===== src/rtl/ppu_sprite_eval_pkg.sv =====
// Shared types and dot/line constants for the per-scanline sprite evaluation stage.
package ppu_sprite_eval_pkg;

    typedef enum logic [2:0] {
        StIdle,
        StClear,
        StScan,
        StCopy,
        StOvf,
        StDone
    } eval_state_e;

    localparam int unsigned OamAddrW        = 8;
    localparam int unsigned SecAddrW        = 5;
    localparam int unsigned DotClearEnd     = 64;
    localparam int unsigned DotEvalEnd      = 256;
    localparam int unsigned DotFetchStart   = 257;
    localparam int unsigned LineLastVisible = 239;
    localparam int unsigned LinePrerender   = 261;
    localparam logic [7:0]  SecOamFill      = 8'hFF;

endpackage


===== src/rtl/ppu_sprite_eval_if.sv =====
// Dot timing, primary OAM read port, secondary OAM write port and status of sprite evaluation.
interface ppu_sprite_eval_if;
    import ppu_sprite_eval_pkg::*;

    logic [8:0]          x_i;
    logic [8:0]          y_i;
    logic                rendering_en_i;
    logic                sprite_size16_i;
    logic [OamAddrW-1:0] oam_addr_o;
    logic [7:0]          oam_data_i;
    logic [SecAddrW-1:0] sec_oam_addr_o;
    logic [7:0]          sec_oam_wdata_o;
    logic                sec_oam_we_o;
    logic                sprite_overflow_o;
    logic                sprite0_hit_line_o;
    logic [3:0]          sprite_count_o;

    modport master (
        output x_i, y_i, rendering_en_i, sprite_size16_i, oam_data_i,
        input  oam_addr_o, sec_oam_addr_o, sec_oam_wdata_o, sec_oam_we_o,
        input  sprite_overflow_o, sprite0_hit_line_o, sprite_count_o
    );

    modport slave (
        input  x_i, y_i, rendering_en_i, sprite_size16_i, oam_data_i,
        output oam_addr_o, sec_oam_addr_o, sec_oam_wdata_o, sec_oam_we_o,
        output sprite_overflow_o, sprite0_hit_line_o, sprite_count_o
    );

endinterface


===== src/rtl/ppu_sprite_eval_in_range.sv =====
// Sprite vertical range test; also used by the fetch stage for row-offset selection.
module ppu_sprite_eval_in_range (
    input  logic [8:0] y,
    input  logic [7:0] spr_y,
    input  logic       size16,
    output logic       hit
);
    logic [8:0] diff;

    // Unsigned wrap makes sprites below the current line look far away.
    assign diff = y - {1'b0, spr_y};
    assign hit  = size16 ? (diff < 9'd16) : (diff < 9'd8);

endmodule


===== src/rtl/ppu_sprite_eval.sv =====
// Clears secondary OAM, scans primary OAM for up to eight in-range sprites and raises
// the overflow flag with the original diagonal-scan behaviour.
module ppu_sprite_eval
    import ppu_sprite_eval_pkg::*;
#(
    parameter int unsigned NumSprites = 64,
    parameter int unsigned SecSlots   = 8
) (
    input logic             clk_i,
    input logic             rst_i,
    ppu_sprite_eval_if.slave bus
);
    localparam int unsigned IdxW  = $clog2(NumSprites);
    localparam int unsigned SlotW = $clog2(SecSlots);

    eval_state_e      state_q, state_d;
    logic [IdxW-1:0]  n_q, n_d;
    logic [1:0]       m_q, m_d;
    logic [SlotW:0]   s_q, s_d;
    logic [7:0]       rd_buf_q;
    logic             s0_next_q, s0_next_d;
    logic             ovf_q, ovf_d;
    logic             s0_hit_q, s0_hit_d;
    logic [3:0]       count_q, count_d;

    logic             active, eval_dot, hit, n_last;
    logic             we;
    logic [SlotW+1:0] waddr;
    logic [7:0]       wdata;

    assign active   = bus.rendering_en_i && (bus.y_i <= 9'(LineLastVisible));
    assign eval_dot = ~bus.x_i[0] && (bus.x_i >= 9'd2) && (bus.x_i <= 9'(DotEvalEnd));
    assign n_last   = (n_q == IdxW'(NumSprites - 1));

    ppu_sprite_eval_in_range u_in_range (
        .y      (bus.y_i),
        .spr_y  (rd_buf_q),
        .size16 (bus.sprite_size16_i),
        .hit    (hit)
    );

    always_comb begin
        state_d   = state_q;
        n_d       = n_q;
        m_d       = m_q;
        s_d       = s_q;
        s0_next_d = s0_next_q;
        ovf_d     = ovf_q;
        s0_hit_d  = s0_hit_q;
        count_d   = count_q;
        we        = 1'b0;
        waddr     = '0;
        wdata     = '0;

        if (!active) begin
            state_d = StIdle;
        end else if (bus.x_i == 9'd1) begin
            state_d   = StClear;
            s0_next_d = 1'b0;
        end else if (eval_dot) begin
            case (state_q)
                StClear: begin
                    we    = 1'b1;
                    waddr = bus.x_i[SlotW+2:1] - 1'b1;
                    wdata = SecOamFill;
                    if (bus.x_i == 9'(DotClearEnd)) begin
                        state_d = StScan;
                        n_d     = '0;
                        m_d     = '0;
                        s_d     = '0;
                    end
                end
                StScan: begin
                    // Y byte lands in the next free slot even when the sprite misses.
                    we    = 1'b1;
                    waddr = {s_q[SlotW-1:0], 2'b00};
                    wdata = rd_buf_q;
                    if (hit) begin
                        if (n_q == '0) s0_next_d = 1'b1;
                        m_d     = 2'd1;
                        state_d = StCopy;
                    end else begin
                        n_d = n_q + 1'b1;
                        if (n_last) state_d = StDone;
                    end
                end
                StCopy: begin
                    we    = 1'b1;
                    waddr = {s_q[SlotW-1:0], m_q};
                    wdata = rd_buf_q;
                    m_d   = m_q + 2'd1;
                    if (m_q == 2'd3) begin
                        s_d = s_q + 1'b1;
                        n_d = n_q + 1'b1;
                        if (n_last)                          state_d = StDone;
                        else if (s_d == (SlotW+1)'(SecSlots)) state_d = StOvf;
                        else                                 state_d = StScan;
                    end
                end
                StOvf: begin
                    if (hit) begin
                        ovf_d   = 1'b1;
                        state_d = StDone;
                    end else begin
                        // m advances with n: the original hardware's diagonal walk.
                        n_d = n_q + 1'b1;
                        m_d = m_q + 2'd1;
                        if (n_last) state_d = StDone;
                    end
                end
                default: ;
            endcase
        end

        if (active && (bus.x_i == 9'(DotFetchStart))) begin
            s0_hit_d = s0_next_q;
            count_d  = 4'(s_q);
        end

        if ((bus.y_i == 9'(LinePrerender)) && (bus.x_i == 9'd1)) begin
            ovf_d    = 1'b0;
            s0_hit_d = 1'b0;
        end

        if (rst_i) begin
            we    = 1'b0;
            waddr = '0;
            wdata = '0;
        end
    end

    always_ff @(posedge clk_i) begin
        if (rst_i) begin
            state_q   <= StIdle;
            n_q       <= '0;
            m_q       <= '0;
            s_q       <= '0;
            rd_buf_q  <= '0;
            s0_next_q <= 1'b0;
            ovf_q     <= 1'b0;
            s0_hit_q  <= 1'b0;
            count_q   <= '0;
        end else begin
            state_q   <= state_d;
            n_q       <= n_d;
            m_q       <= m_d;
            s_q       <= s_d;
            s0_next_q <= s0_next_d;
            ovf_q     <= ovf_d;
            s0_hit_q  <= s0_hit_d;
            count_q   <= count_d;
            if (bus.x_i[0]) rd_buf_q <= bus.oam_data_i;
        end
    end

    assign bus.oam_addr_o         = {n_q, m_q};
    assign bus.sec_oam_we_o       = we;
    assign bus.sec_oam_addr_o     = waddr;
    assign bus.sec_oam_wdata_o    = wdata;
    assign bus.sprite_overflow_o  = ovf_q;
    assign bus.sprite0_hit_line_o = s0_hit_q;
    assign bus.sprite_count_o     = count_q;

endmodule


===== src/flat_wrapper.sv =====
// flat-port wrapper written by rule: the top's interface ports become plain ports
module ppu_sprite_eval_flat import ppu_sprite_eval_pkg::*;
#(
    parameter int unsigned NumSprites = 64,
    parameter int unsigned SecSlots   = 8
)
  (clk_i, rst_i, bus_x_i, bus_y_i, bus_rendering_en_i, bus_sprite_size16_i, bus_oam_data_i, bus_oam_addr_o, bus_sec_oam_addr_o, bus_sec_oam_wdata_o, bus_sec_oam_we_o, bus_sprite_overflow_o, bus_sprite0_hit_line_o, bus_sprite_count_o);
  ppu_sprite_eval_if bus_i ();
  input logic clk_i;
  input logic rst_i;
  input wire logic [$bits(bus_i.x_i)-1:0] bus_x_i;
  input wire logic [$bits(bus_i.y_i)-1:0] bus_y_i;
  input wire logic [$bits(bus_i.rendering_en_i)-1:0] bus_rendering_en_i;
  input wire logic [$bits(bus_i.sprite_size16_i)-1:0] bus_sprite_size16_i;
  input wire logic [$bits(bus_i.oam_data_i)-1:0] bus_oam_data_i;
  output wire logic [$bits(bus_i.oam_addr_o)-1:0] bus_oam_addr_o;
  output wire logic [$bits(bus_i.sec_oam_addr_o)-1:0] bus_sec_oam_addr_o;
  output wire logic [$bits(bus_i.sec_oam_wdata_o)-1:0] bus_sec_oam_wdata_o;
  output wire logic [$bits(bus_i.sec_oam_we_o)-1:0] bus_sec_oam_we_o;
  output wire logic [$bits(bus_i.sprite_overflow_o)-1:0] bus_sprite_overflow_o;
  output wire logic [$bits(bus_i.sprite0_hit_line_o)-1:0] bus_sprite0_hit_line_o;
  output wire logic [$bits(bus_i.sprite_count_o)-1:0] bus_sprite_count_o;
  assign bus_i.x_i = bus_x_i;
  assign bus_i.y_i = bus_y_i;
  assign bus_i.rendering_en_i = bus_rendering_en_i;
  assign bus_i.sprite_size16_i = bus_sprite_size16_i;
  assign bus_i.oam_data_i = bus_oam_data_i;
  assign bus_oam_addr_o = bus_i.oam_addr_o;
  assign bus_sec_oam_addr_o = bus_i.sec_oam_addr_o;
  assign bus_sec_oam_wdata_o = bus_i.sec_oam_wdata_o;
  assign bus_sec_oam_we_o = bus_i.sec_oam_we_o;
  assign bus_sprite_overflow_o = bus_i.sprite_overflow_o;
  assign bus_sprite0_hit_line_o = bus_i.sprite0_hit_line_o;
  assign bus_sprite_count_o = bus_i.sprite_count_o;
  ppu_sprite_eval #(.NumSprites(NumSprites), .SecSlots(SecSlots)) u_core (.clk_i(clk_i), .rst_i(rst_i), .bus(bus_i));
endmodule

===== config.mk =====
export PLATFORM = sky130hd
export DESIGN_NAME = ppu_sprite_eval_flat
export DESIGN_NICKNAME = d
export VERILOG_FILES = /design/src/rtl/ppu_sprite_eval_pkg.sv /design/src/rtl/ppu_sprite_eval_if.sv /design/src/rtl/ppu_sprite_eval_in_range.sv /design/src/rtl/ppu_sprite_eval.sv /design/src/flat_wrapper.sv
export SDC_FILE = /design/constraint.sdc
export NUM_CORES = 1
export LEC_CHECK = 0
export ABC_AREA = 1
export CORE_AREA = 4 4 75 77
export DETAILED_ROUTE_END_ITERATION = 12
export DIE_AREA = 0 0 79 81
export GPL_TIMING_DRIVEN = 0
export MAX_ROUTING_LAYER = met4
export PLACE_DENSITY_LB_ADDON = 0.08
export SYNTH_ARGS = -nofsm -noshare
export SYNTH_HDL_FRONTEND = slang
export SYNTH_SLANG_ARGS = --single-unit

===== constraint.sdc =====
create_clock -name clk_i -period 2.9 [get_ports clk_i]
set_clock_uncertainty 0.15 [all_clocks]
set_input_delay 0.58 -clock clk_i [delete_from_list [all_inputs] [get_ports clk_i]]
set_output_delay 0.58 -clock clk_i [all_outputs]
set_load 0.01 [all_outputs]

Figure 1. Met1 routing (run 1).
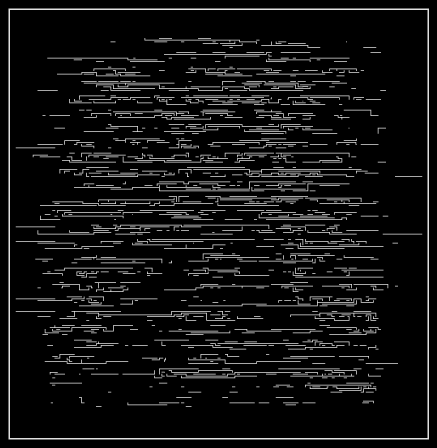
longest straight run	19.3 um
wire length on this layer	3,190 um
main direction	horizontal
share of all routed wire	44%
M1 GR Usage: 0.286
Total Wirelength: 7260 um
routed vias: 2,780

Figure 2. Signal wires on met2 (run 1).
Scale bar: 20 um.
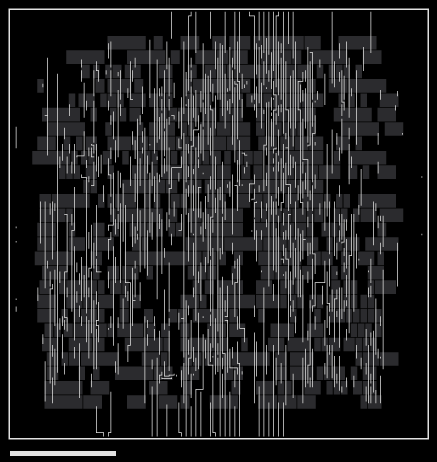
share of all routed wire	49%
longest straight run	56.4 um
nets with wire on the layer	423

Figure 3. The metal 3 layer (run 1).
Scale bar: 20 um.
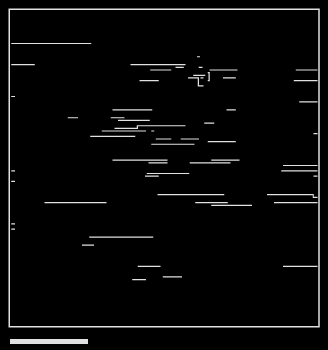
main direction	horizontal
wire length on this layer	370 um
longest straight run	20.2 um

==> flow_metrics.py, run 1 <==
# Flow results
metrics = {
    "status": {
        "outcome": "complete, no violations",
    },
    "grt": {
        "grt_pass1_vias": 2592,
        "grt_use_met3": 0.0399,
        "grt_max_degree": 11,
        "gr-total-overflow": 0,
        "met2_usage": 0.418,
        "grt_first_pass_wirelength_um": 11900,
        "busiest_layer": "met2",
        "track_usage": 0.238,
    },
    "power": {
        "power_frac_comb": 0.268,
        "pwr-share-clk": 0.312,
        "p_per_area_mw_per_mm2": 301,
        "pg_comb_mw": 0.270,
        "power_clock_mw": 0.315,
        "leakage_nw": 1.56,
        "cell_internal_pwr_mw": 0.689,
        "finalPower_mw": 1.01,
        "swShare": 0.316,
        "power_leader": "registers",
        "p_switching_mw": 0.318,
        "p_seq_mw": 0.422,
    },
    "floorplanning": {
        "boundaryPins": 58,
        "die-area_sq_mm": 0.00640,
        "core_region_area_sq_mm": 0.00501,
        "dieHeight_um": 81,
        "fp.dieW_um": 79,
        "std_cell_rows": 26,
    },
    "synth": {
        "ys_sh_xor": 0.0146,
        "top_area_cell": "dfxtp_1",
        "ys_cells": 382,
        "ys_seq_frac": 0.251,
        "synth.area.top_cells": "dfxtp_1 (25%), nand2_1 (13%), nor2_1 (8.5%)",
        "yosys.cell_types.count": 37,
        "synthArstFlopShare": 0,
        "simple_gate_share": 0.403,
        "edf_count": 0,
        "syn_inst": 382,
        "mappedNetlistArea_sq_mm": 0.00240,
        "fp_nets": 425,
        "yosys_area_sq_mm": 0.00240,
        "syn_avg_cell_area_sq_um": 6.28,
        "synth-seq-cells": 30,
        "ys_sh_adder": 0.0678,
        "yosysTopAreaCellShare": 0.251,
        "ys_warn_count": 0,
    },
    "setup_path": {
        "cpMostUsedCell": "inv_2",
        "cp-end-kind": "output port",
        "r2r-start": "u_core.rd_buf_q[3]",
        "r2r_slack_ns": 0.58,
        "slowest_delay_ns": 0.26,
        "crit_chain": "clkdlybuf4s15_2 > inv_2 > ha_4 > nand2_4 > nor4_4 > a21oi_2 > nand2_1 > inv_2 > nand2_2 > nor2_4 > buf_6 > inv_6 > a21oi_1 > buf_2",
        "slowest_stage": "nor4_4",
        "critical_path.top_delay_family": "buffers and inverters",
        "r2r_end": "u_core.n_q[1]",
    },
    "finish": {
        "areaGrowthSynthToFinish_pct": 39.6,
        "drive_above_1_share": 0.258,
        "stdcell_area_sq_mm": 0.00335,
        "layout.cells.most_common": "nand2_1",
        "lay_top_cells": "nand2_1 (79), nor2_1 (48), inv_1 (37), dfxtp_1 (30), a21oi_1 (29)",
    },
    "final_timing": {
        "fin_crit_sh": 0.977,
        "setup_viol": 0,
        "drv_slew": 0,
        "finalCriticalPeriod_ns": 2.83,
        "hold_viol_final": 0,
        "clock.fmax_mhz": 353,
        "setup_slack_ns": 0.0665,
        "hold_slack_ns": 0.300,
        "worstMarginPinSlew_ns": 0.573,
    },
    "job": {
        "warnings": 28,
    },
    "placed_design": {
        "place_hpwl_um": 5220,
        "io_buffers": 56,
        "gp_congestion": 0.915,
        "placed_cell_area_sq_mm": 0.00305,
        "place_ws_ns": -0.885,
        "place_inst": 508,
    },
    "routing": {
        "drt_pass1_iterations": 5,
        "top_layer": "met4",
        "wl_met3_um": 370,
        "ant_nets": 0,
        "drt_iter0_drc": 113,
        "wl_met2_um": 3570,
        "wl_met1_um": 3190,
    },
    "clock_network": {
        "ctsResizeCount": 94,
        "post_cts_buffers": 21,
        "clock_latency_ns": 0.28,
        "cts_hold_buf": 0,
        "clock_path_buffers": 2,
    },
    "min_path": {
        "hold-path-cell-count": 2,
        "min-delay-start": "u_core.bus.sprite_overflow_o",
        "hp-class": "reg2reg",
    },
}
[run 1: worst max-delay path by stage]
stage | start | endpoint
6_report | bus_x_i[2] | bus_sec_oam_wdata_o[3]
5_1_grt | bus_x_i[4] | bus_sec_oam_wdata_o[4]
2_1_floorplan | bus_x_i[1] | bus_sec_oam_wdata_o[0]
4_1_cts | bus_x_i[5] | bus_sec_oam_we_o
3_5_place_dp | bus_x_i[1] | bus_sec_oam_wdata_o[7]
3_3_place_gp | bus_x_i[1] | bus_sec_oam_wdata_o[7]
[run 1: cells in the mapped netlist, types with 5 or more instances]
| cell type | instances |
|---|---|
| inv_1 | 43 |
| dfxtp_1 | 30 |
| nand2_1 | 82 |
| a21oi_1 | 32 |
| nand2_2 | 13 |
| nand3_1 | 27 |
| ha_1 | 13 |
| o21ai_0 | 19 |
| a21oi_2 | 8 |
| nor2_1 | 54 |
| inv_2 | 9 |
| nand4_1 | 5 |
[run 1: registers in the layout, summed over array words and instances (netlist names)]
name,flops
u_core.rd_buf_q,8
u_core.bus.sprite0_hit_line_o,1
u_core.state_q,3
u_core.bus.sprite_overflow_o,1
u_core.m_q,2
u_core.n_q,6
u_core.s_q,4
u_core.bus.sprite_count_o,4
u_core.s0_next_q,1
[run 1: area by class of cell]
type / instances / area, sq um
well taps: 70 / 87.6
flip-flops and latches: 30 / 601
clock inverters: 2 / 10.0
repair inverters: 1 / 7.51
plain buffers: 5 / 18.8
clock buffers: 5 / 68.8
multi-input cells: 292 / 1660
fillers: 500 / 1660
inverters: 55 / 216
repair buffers: 82 / 679
[run 1: tightest hold or removal path: cells and delay by family, from the launching register on]
family,cells,cell delay [ns]
AOI/OAI and AO/OA,1,0.05
buffers and inverters,1,0.04
DFF,1,0.31
Figure 4. Routing congestion (run 1).
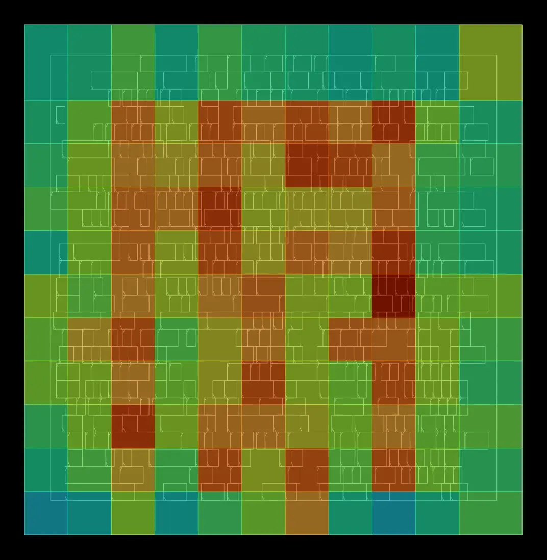

==> run 2, diff against run 1 <==
Settings changed: CORE_AREA 4 4 75 77 to 2 2 73 75, DIE_AREA 0 0 79 81 to 0 0 75 77, SKIP_CTS_REPAIR_TIMING set to 1.
Figure 5. Routing congestion (run 2).
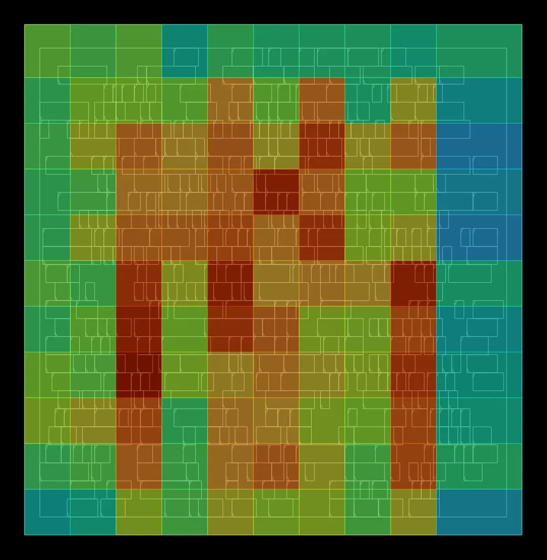
Most Used Layer, Global Route: met2
Final Util: 0.655
Total GRT Usage: 0.240
met2 Track Usage GR: 0.385

Figure 6. Signal wires on met2 (run 2).
Scale bar: 20 um.
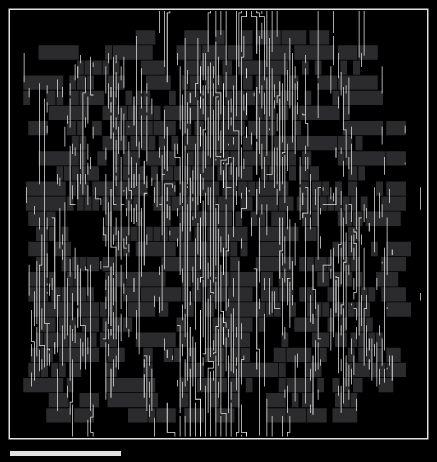
wire length on this layer	3,320 um
longest straight run	40.5 um
routed vias: 2,643
Total Wirelength: 6700 um

==> flow_metrics.py, run 2 <==
# Flow results
metrics = {
    "synth": {
        "ff_type": "dfxtp_1",
        "ys_seq_frac": 0.251,
        "top_area_cell": "dfxtp_1",
        "common_cells": "nand2_1 (82), nor2_1 (54), inv_1 (43)",
        "fp_nets": 425,
        "synthArstFlopShare": 0,
        "mappedNetlistArea_sq_mm": 0.00240,
        "ys_cells": 382,
        "syn_inst": 382,
        "most_common_cell": "nand2_1",
        "ys_warn_count": 0,
        "synth.area.top_cells": "dfxtp_1 (25%), nand2_1 (13%), nor2_1 (8.5%)",
        "edf_count": 0,
        "syn_avg_cell_area_sq_um": 6.28,
        "yosysTopAreaCellShare": 0.251,
        "yosys_area_sq_mm": 0.00240,
        "yosys.cell_types.count": 37,
        "synth-seq-cells": 30,
    },
    "clock_network": {
        "cts_buffers": 5,
        "clock_path_buffers": 2,
        "clock_latency_ns": 0.28,
        "root_buffer": "clkbuf_8",
        "cts_tree": "yes",
        "clock_sinks": 30,
        "h-tree-depth": 2,
        "cts.clk_slew.worst_paths_ns": 0.06,
    },
    "power": {
        "finalPower_mw": 1.00,
        "cell_internal_pwr_mw": 0.691,
        "p_per_area_mw_per_mm2": 308,
        "p_switching_mw": 0.314,
        "power_clock_mw": 0.316,
        "p_seq_mw": 0.422,
        "power_leader": "registers",
        "leakage_nw": 1.64,
        "swShare": 0.312,
        "seqPwrFrac": 0.420,
        "pg_comb_mw": 0.266,
        "pwr-share-clk": 0.315,
        "power_frac_comb": 0.265,
        "vdd.ir_drop.worst_mv": 0.216,
    },
    "grt": {
        "gr-total-overflow": 0,
        "antenna_found_initial": 0,
        "grt_first_pass_wirelength_um": 10700,
        "grt_pass1_vias": 2394,
        "use_met1": 0.307,
        "grt_max_degree": 11,
        "grt_use_met3": 0.0420,
    },
    "final_timing": {
        "setup_viol": 0,
        "drv_slew": 0,
        "hold_viol_final": 0,
        "fin_crit_sh": 0.991,
        "finalCriticalPeriod_ns": 2.87,
        "hold_slack_ns": 0.298,
        "clock.fmax_mhz": 348,
        "worstMarginPinSlew_ns": 0.602,
        "timing.slew.headroom": 0.599,
    },
    "setup_path": {
        "cp.arrival_ns": 2.14,
        "critical_path_class": "in2out",
        "cp-end-kind": "output port",
        "path_max_fanout": 5,
        "crit_chain": "clkdlybuf4s50_1 > nand3_1 > inv_2 > nand2_2 > nor2_4 > nand2_4 > nor2_4 > clkinv_4 > a21oi_2 > buf_2",
        "cpMostUsedCell": "nor2_4",
        "startpoint_type": "input port",
        "cp.buffers_inverters": 4,
        "slowest_stage": "clkdlybuf4s50_1",
        "slowest_delay_ns": 0.46,
        "worstPathRequired_ns": 2.17,
        "critical_path.top_delay_family": "buffers and inverters",
    },
    "routing": {
        "drt_pass1_iterations": 4,
        "drt_iter0_drc": 119,
        "viasPerCell": 5.06,
        "ant_nets": 0,
        "wl_per_cell_um": 12.8,
        "drc": 0,
    },
    "status": {
        "outcome": "complete, no violations",
    },
    "finish": {
        "fin_cells": 522,
        "flop_area_sq_um": 601,
        "lay_top_cells": "nand2_1 (77), nor2_1 (50), inv_1 (37), dfxtp_1 (30), a21oi_1 (29)",
        "fin_nets": 495,
        "drive_above_1_share": 0.201,
        "n_antenna_cell": 0,
        "areaGrowthSynthToFinish_pct": 35.9,
        "regMostFlops": "u_core.rd_buf_q",
        "fillCellCount": 475,
        "logic_area_sq_mm": 0.00165,
        "layout.cells.most_common": "nand2_1",
        "largest_reg_flops": 8,
        "largestRegisters": "u_core.rd_buf_q x8, u_core.n_q x6",
    },
    "floorplanning": {
        "die-area_sq_mm": 0.00578,
        "std_cell_rows": 26,
        "dieHeight_um": 77,
        "boundaryPins": 58,
        "fp_util": 0.482,
        "fp.dieW_um": 75,
        "core_region_area_sq_mm": 0.00498,
    },
    "placed_design": {
        "gp_congestion": 0.934,
        "place_hpwl_um": 5120,
        "io_buffers": 56,
        "place_inst": 508,
    },
    "min_path": {
        "hp-class": "reg2reg",
    },
    "job": {
        "maxCapViolCount": 0,
        "warnings": 28,
    },
}
-- run 2: worst paths after layout --
path,slack (ns),endpoint,depth (start not counted),start
worst max register to register,0.58,u_core.n_q[1],14,u_core.rd_buf_q[4]
worst min register to register,0.30,u_core.bus.sprite_overflow_o,2,u_core.bus.sprite_overflow_o
worst max-delay path,0.03,bus_sec_oam_wdata_o[4],10,bus_rendering_en_i
worst min-delay path,0.30,u_core.bus.sprite_overflow_o,2,u_core.bus.sprite_overflow_o
-- run 2: cells by family after synthesis --
logic type               Yosys count  synth area share
AND-OR/OR-AND                     70             0.170
XOR/XNOR                           4            0.0146
adder cells (fa/ha/maj)           13            0.0679
buffers and inverters             60            0.0945
flip-flops                        30             0.251
AND/OR/NAND/NOR                  205             0.403
-- run 2: tightest hold or removal path, cell delays in order, from the launching register on --
cell and delay [ns]:
dfxtp_1 0.31, inv_1 0.04, a21oi_1 0.05
-- run 2: metrics by stage --
| stage | setup TNS [ns] | area [sq um] | worst slack [ns] |
|---|---|---|---|
| 2_1_floorplan | 0 | 2400 | 0.275 |
| 3_3_place_gp | -10.86 | 3050 | -0.834 |
| 3_5_place_dp | -11.62 | 3050 | -0.905 |
| 4_1_cts | -10.88 | 3120 | -0.920 |
| 5_1_grt | -0.141 | 3260 | -0.0315 |
| 6_report | 0 | 3260 | 0.0266 |
-- run 2: cell type report --
class | count | area share
well taps | 70 | 0.0269
clock buffers | 7 | 0.0234
flip-flops and latches | 30 | 0.184
plain buffers | 5 | 0.00576
multi-input cells | 292 | 0.507
inverters | 55 | 0.0664
repair buffers | 62 | 0.184
repair inverters | 1 | 0.00192
-- run 2: per-layer routing --
metal / vias up / part of all wire
met5: - / 0
met3: 13 / 0.041
met4: 0 / 0.017
li1: 1378 / -
met2: 53 / 0.50
met1: 1199 / 0.45
Figure 7. The metal 3 layer (run 2).
Scale bar: 20 um.
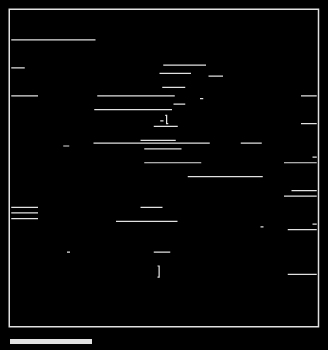

==> run 3, diff against run 2 <==
--- a/config.mk
+++ b/config.mk
@@ -9,2 +9,3 @@
 export CORE_AREA = 2 2 73 75
+export CTS_BUF_LIST = sky130_fd_sc_hd__clkbuf_16
 export DETAILED_ROUTE_END_ITERATION = 12
==> constraint.sdc (replaced) <==
create_clock -name clk_i -period 2.7 [get_ports clk_i]
set_clock_uncertainty 0.15 [all_clocks]
set_input_delay 0.405 -clock clk_i [delete_from_list [all_inputs] [get_ports clk_i]]
set_output_delay 0.405 -clock clk_i [all_outputs]
set_load 0.01 [all_outputs]
Figure 8. The metal 3 layer (run 3).
Scale bar: 20 um.
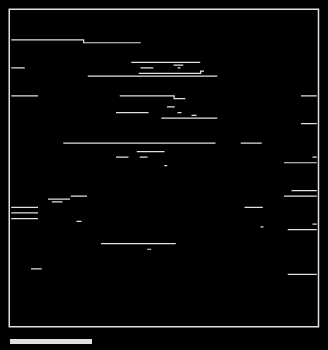
wire length on this layer	303 um
longest straight run	36.8 um
share of all routed wire	4.4%
nets with wire on the layer	35
main direction	horizontal

==> flow_metrics.py, run 3 <==
# Flow results
metrics = {
    "status": {
        "outcome": "complete, no violations",
    },
    "placed_design": {
        "place_inst": 508,
        "place_hpwl_um": 5120,
        "io_buffers": 56,
        "place_ws_ns": -0.755,
        "placed_cell_area_sq_mm": 0.00305,
    },
    "finish": {
        "n_antenna_cell": 0,
        "inv_count": 56,
        "largestClassByArea": "multi-input combinational cells",
        "layout.cells.most_common": "nand2_1",
        "num-multi-input-gates": 292,
        "lay_top_cells": "nand2_1 (78), nor2_1 (47), inv_1 (41), dfxtp_1 (30), a21oi_1 (29)",
        "utilization": 0.675,
        "num-nonclk-buffers": 66,
        "nClkBuffers": 5,
        "drive_above_1_share": 0.202,
        "fillCellCount": 455,
        "final-clk-cell-share": 0.0395,
        "ff_count": 30,
        "regMostFlops": "u_core.rd_buf_q",
        "fin_cells": 521,
        "fin_nets": 494,
        "areaGrowthSynthToFinish_pct": 40.2,
        "buffer_area_frac": 0.188,
        "sh_comb_area": 0.500,
        "flop_area_sq_um": 601,
        "largest_reg_flops": 8,
        "logic_area_sq_mm": 0.00168,
        "largestRegisters": "u_core.rd_buf_q x8, u_core.n_q x6",
        "seq_share": 0.179,
    },
    "floorplanning": {
        "boundaryPins": 58,
        "nWellTaps": 70,
        "die-area_sq_mm": 0.00578,
        "fp.dieW_um": 75,
        "fp_util": 0.482,
        "dieHeight_um": 77,
    },
    "synth": {
        "edf_count": 0,
        "ys_warn_count": 0,
        "syn_avg_cell_area_sq_um": 6.28,
        "synthArstFlopShare": 0,
        "mappedNetlistArea_sq_mm": 0.00240,
        "ys_cells": 382,
        "top_area_cell": "dfxtp_1",
        "yosys.cell_types.count": 37,
        "synth.area.top_cells": "dfxtp_1 (25%), nand2_1 (13%), nor2_1 (8.5%)",
        "yosysTopAreaCellShare": 0.251,
        "ys_seq_frac": 0.251,
        "fp_nets": 425,
        "most_common_cell": "nand2_1",
        "yosys_area_sq_mm": 0.00240,
    },
    "power": {
        "swShare": 0.283,
        "finalPower_mw": 1.25,
        "pwr-share-clk": 0.403,
        "seqPwrFrac": 0.363,
        "power_frac_comb": 0.234,
        "p_per_area_mw_per_mm2": 372,
        "cell_internal_pwr_mw": 0.897,
        "leakage_nw": 1.69,
        "p_switching_mw": 0.354,
        "vdd.ir_drop.worst_mv": 0.259,
    },
    "clock_network": {
        "clock_latency_ns": 0.27,
        "clock_sinks": 30,
        "clock_path_buffers": 2,
        "cts_buffers": 5,
        "h-tree-depth": 2,
        "cts_tree": "yes",
    },
    "grt": {
        "gr-total-overflow": 0,
        "grt_pass1_vias": 2389,
        "grt_max_degree": 11,
        "grt_first_pass_wirelength_um": 10700,
        "antenna_found_initial": 0,
    },
    "routing": {
        "vias": 2680,
        "wl_per_cell_um": 13.1,
        "drt_iter0_drc": 124,
        "drc": 0,
        "drt_pass1_iterations": 4,
    },
    "final_timing": {
        "drv_slew": 0,
        "hold_slack_ns": 0.295,
        "setup_slack_ns": 0.0555,
        "tns_ns": 0,
        "setup_viol": 0,
        "finalCriticalPeriod_ns": 2.64,
        "fin_crit_sh": 0.979,
        "hold_viol_final": 0,
    },
    "setup_path": {
        "cp.arrival_ns": 2.09,
        "cp.buffers_inverters": 4,
        "path_max_fanout": 5,
        "slowest_delay_ns": 0.46,
        "cp-end-kind": "output port",
        "slowest_stage": "clkdlybuf4s50_1",
        "startpoint_type": "input port",
        "cpMostUsedCell": "nor2_4",
        "worstPathRequired_ns": 2.14,
    },
    "job": {
        "maxCapViolCount": 0,
        "warnings": 28,
    },
}
Figure 9. Zoomed window (run 3).
Scale bar: 5 um. Window x 9 to 29, y 48 to 68 um. Cells in grey, sequential cells in the stronger grey; small squares are vias.
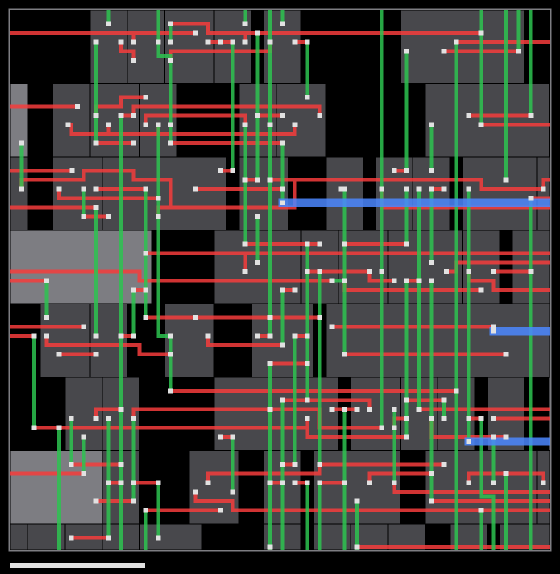
layer	colour
M2	green
M1	red
M3	blue
cells with their middle in the window	42
netlist names of flops here include	`u_core.s_q` (1)
sequential cells in the window	1
most frequent	nor2_1 (13), a21oi_1 (4), o21ai_0 (4)

-- run 3: power groups by stage --
| stage | combinational, mW | clock, mW | sequential, mW |
|---|---|---|---|
| global placement | 0.268 | 0 | 0.463 |
| global route | 0.328 | 0.532 | 0.455 |
| CTS | 0.274 | 0.514 | 0.454 |
| finish | 0.293 | 0.504 | 0.455 |
| floorplan | 0.186 | 0 | 0.463 |
| detailed placement | 0.272 | 0 | 0.463 |
-- run 3: worst register-to-register path, stage by stage (launching register included) --
cell     delay, ns
dfxtp_1       0.31
inv_1         0.07
ha_1          0.36
a21o_1        0.21
a31oi_1       0.25
nand3_1       0.13
nand2_2       0.10
nand2_4       0.06
nor2_8        0.15
nand2_4       0.11
nand2_1       0.07
nand2_1       0.07
a21oi_1       0.21
-- run 3: path summary, 6_finish.rpt --
kind	startpoint	endpoint	slack, ns	cells after the start
worst max register to register	u_core.rd_buf_q[7]	u_core.state_q[0]	0.36	12
worst min-delay path	u_core.bus.sprite_overflow_o	u_core.bus.sprite_overflow_o	0.30	2
worst min register to register	u_core.bus.sprite_overflow_o	u_core.bus.sprite_overflow_o	0.30	2
worst max-delay path	bus_rendering_en_i	bus_sec_oam_wdata_o[7]	0.06	10
-- run 3: cell families (layout without fill, tap and decap cells) --
family / after synthesis / after routing / share of synthesized area
DFF: 30 / 30 / 0.251
and+or+nand+nor: 205 / 205 / 0.403
buffers and inverters: 60 / 129 / 0.0945
xor gates and xnor gates: 4 / 4 / 0.0146
AOI/OAI and AO/OA: 70 / 70 / 0.170
adders and majority gates: 13 / 13 / 0.0679
-- run 3: routing by layer --
layer | wire length (um) | share of wire | track usage
met1 | 2960 | 0.43 | 0.307
met2 | 3440 | 0.50 | 0.390
met3 | 302 | 0.044 | 0.0355
met4 | 138 | 0.020 | 0.0750
met5 | 0 | 0 | -
Power figures rest on the tool's default switching activity, not on a simulated workload.
